**Port wiring**

Scale: 4 px per um.
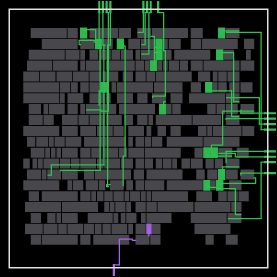
**Routed clock nets over the placement**

Scale: 6 px per um.
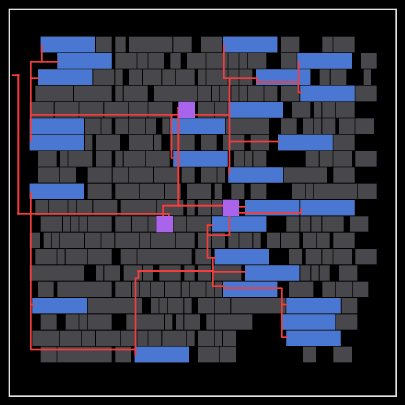
**Routing congestion**

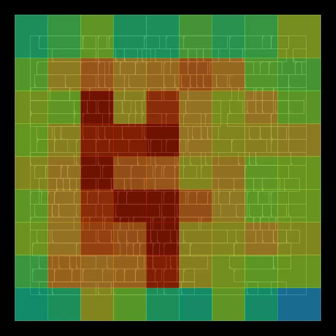
**The metal 4 layer**

Scale: 6 px per um. Supply wires on this layer in gray.
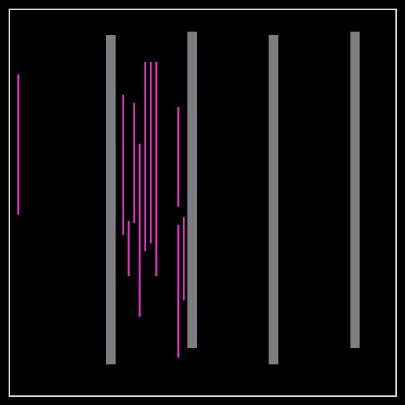
## src/rtl/reg_dump_reader_pkg.sv

```systemverilog
// Shared core constants for the 16-bit register file and its readers.
// Holds default geometry and the dump-reader state encoding.
package reg_dump_reader_pkg;

    localparam int DATA_W_D   = 16;
    localparam int ADDR_W_D   = 3;
    localparam int NUM_REGS_D = 8;

    typedef enum logic [1:0] {
        IDLE   = 2'd0,
        LOAD   = 2'd1,
        STREAM = 2'd2
    } state_t;

endpackage

```

## src/rtl/reg_dump_reader.sv

```systemverilog
// Walks the register file read port and streams each word with its index.
// Read-only: prefetches idx+1 so a word can be emitted every cycle.
module reg_dump_reader
    import reg_dump_reader_pkg::*;
#(
    parameter int DATA_W   = DATA_W_D,
    parameter int NUM_REGS = NUM_REGS_D,
    parameter int ADDR_W   = ADDR_W_D
) (
    input  logic              clk,
    input  logic              rst,
    input  logic              start,
    input  logic              abort,
    output logic [ADDR_W-1:0] rd_addr,
    input  logic [DATA_W-1:0] rd_data,
    output logic              out_valid,
    input  logic              out_ready,
    output logic [DATA_W-1:0] out_data,
    output logic [ADDR_W-1:0] out_addr,
    output logic              busy,
    output logic              done
);

    localparam logic [ADDR_W-1:0] LAST = ADDR_W'(NUM_REGS - 1);

    state_t            r_state;
    logic [ADDR_W-1:0] r_idx;
    logic              r_valid;
    logic [DATA_W-1:0] r_data;
    logic [ADDR_W-1:0] r_addr;
    logic              r_done;

    logic [ADDR_W-1:0] w_idx_nxt;
    logic              w_last;
    logic              w_hs;
    logic [ADDR_W-1:0] w_rd_addr;

    assign w_idx_nxt = r_idx + ADDR_W'(1);
    assign w_last    = (r_idx == LAST);
    assign w_hs      = r_valid & out_ready;

    // Compare before increment so a full-range index never wraps.
    always_comb begin
        w_rd_addr = '0;
        case (r_state)
            LOAD:    w_rd_addr = r_idx;
            STREAM:  w_rd_addr = w_last ? '0 : w_idx_nxt;
            default: w_rd_addr = '0;
        endcase
    end

    always_ff @(posedge clk or posedge rst) begin
        if (rst) begin
            r_state <= IDLE;
            r_idx   <= '0;
            r_valid <= 1'b0;
            r_data  <= '0;
            r_addr  <= '0;
            r_done  <= 1'b0;
        end else begin
            r_done <= 1'b0;
            case (r_state)
                IDLE: begin
                    if (start) begin
                        r_idx   <= '0;
                        r_state <= LOAD;
                    end
                end
                LOAD: begin
                    if (abort) begin
                        r_valid <= 1'b0;
                        r_state <= IDLE;
                    end else begin
                        r_data  <= rd_data;
                        r_addr  <= r_idx;
                        r_valid <= 1'b1;
                        r_state <= STREAM;
                    end
                end
                STREAM: begin
                    if (abort) begin
                        r_valid <= 1'b0;
                        r_state <= IDLE;
                    end else if (w_hs) begin
                        if (w_last) begin
                            r_valid <= 1'b0;
                            r_done  <= 1'b1;
                            r_state <= IDLE;
                        end else begin
                            r_data <= rd_data;
                            r_addr <= w_idx_nxt;
                            r_idx  <= w_idx_nxt;
                        end
                    end
                end
                default: r_state <= IDLE;
            endcase
        end
    end

    assign rd_addr   = w_rd_addr;
    assign out_valid = r_valid;
    assign out_data  = r_data;
    assign out_addr  = r_addr;
    assign busy      = (r_state != IDLE);
    assign done      = r_done;

endmodule

```

## config.mk

```make
export PLATFORM = sky130hd
export DESIGN_NAME = reg_dump_reader
export DESIGN_NICKNAME = d
export VERILOG_FILES = /design/src/rtl/reg_dump_reader_pkg.sv /design/src/rtl/reg_dump_reader.sv
export SDC_FILE = /design/constraint.sdc
export NUM_CORES = 1
export LEC_CHECK = 0
export ABC_AREA = 1
export CAP_MARGIN = 0
export CORE_MARGIN = 3
export CORE_UTILIZATION = 40
export DETAILED_ROUTE_END_ITERATION = 7
export PLACE_DENSITY = 0.72
export SYNTH_ARGS = -nofsm -noshare
export SYNTH_HDL_FRONTEND = slang
export SYNTH_SLANG_ARGS = --single-unit
```

## constraint.sdc

```tcl
create_clock -name clk -period 1.3 [get_ports clk]
set_input_delay 0.13 -clock clk [delete_from_list [all_inputs] [get_ports clk]]
set_output_delay 0.13 -clock clk [all_outputs]
set_load 0.005 [all_outputs]
```

==> results.ini <==
[run_status]
outcome=finished, violations left
violations=setup timing

[setup_path]
reg2reg_from=r_idx[1]$_DFFE_PP0P_
arrival_ns=1.92
path_cells=ha_4, ha_4, buf_6, nand2_4, nand2_4, nor2_4, buf_6, nand2_8, nand2_4, nand2_4
rr_worst_depth=10

[pwr]
clk-power_uw=427
p_seq_frac=0.231
combPwrFrac=0.695
switchingPower_mw=2.479
clockPowerShare=0.074

[final_layout]
syn_to_final_growth_pct=98.62
final_cells=314
final_util=0.8544

[logic_synthesis]
top_logic_kind=simple AND/OR/NAND/NOR gates
async_reset_ff_frac=1.000
yosys-stat-area_mm2=0.001356
fp_nets=195

[floorplan]
fp_util=0.4302

[sta]
maxSlewViolCount=0
hold_viol=0
grt_setup_unrepaired=true
finalWorstSetupSlack_ns=-0.3848
final-setup-viol-count=30

[global_route]
first_global_vias=1653
grt_pass1_wl_um=8190

[detailed_routing]
dr_wl_met2_um=2956

[clocking]
cts_resized=101

-- 'port wiring' (at the start) --
[green] `rd_data` | bits: 16 | direction: input | edge: 8 north, 8 east | end cells: 16 | buffers: 16 | wire: 528 um
[purple] `start` | bits: 1 | direction: input | edge: south | end cells: 1 | buffers: 1 | wire: 14.7 um

-- 'routed clock nets over the placement' (at the start) --
[purple] clock drivers | count: 3
[red] clock wires | length: 330 um
[blue] flip-flops | count: 26
routed clock nets: 4

-- 'routing congestion' (at the start) --
aggregate global-route resource usage: 0.2558
global route hottest layer: met2
M1 GR Usage: 0.2971

-- 'the metal 4 layer' (at the start) --
wire length on this layer: 252 um
main direction: vertical
nets with wire on the layer: 11

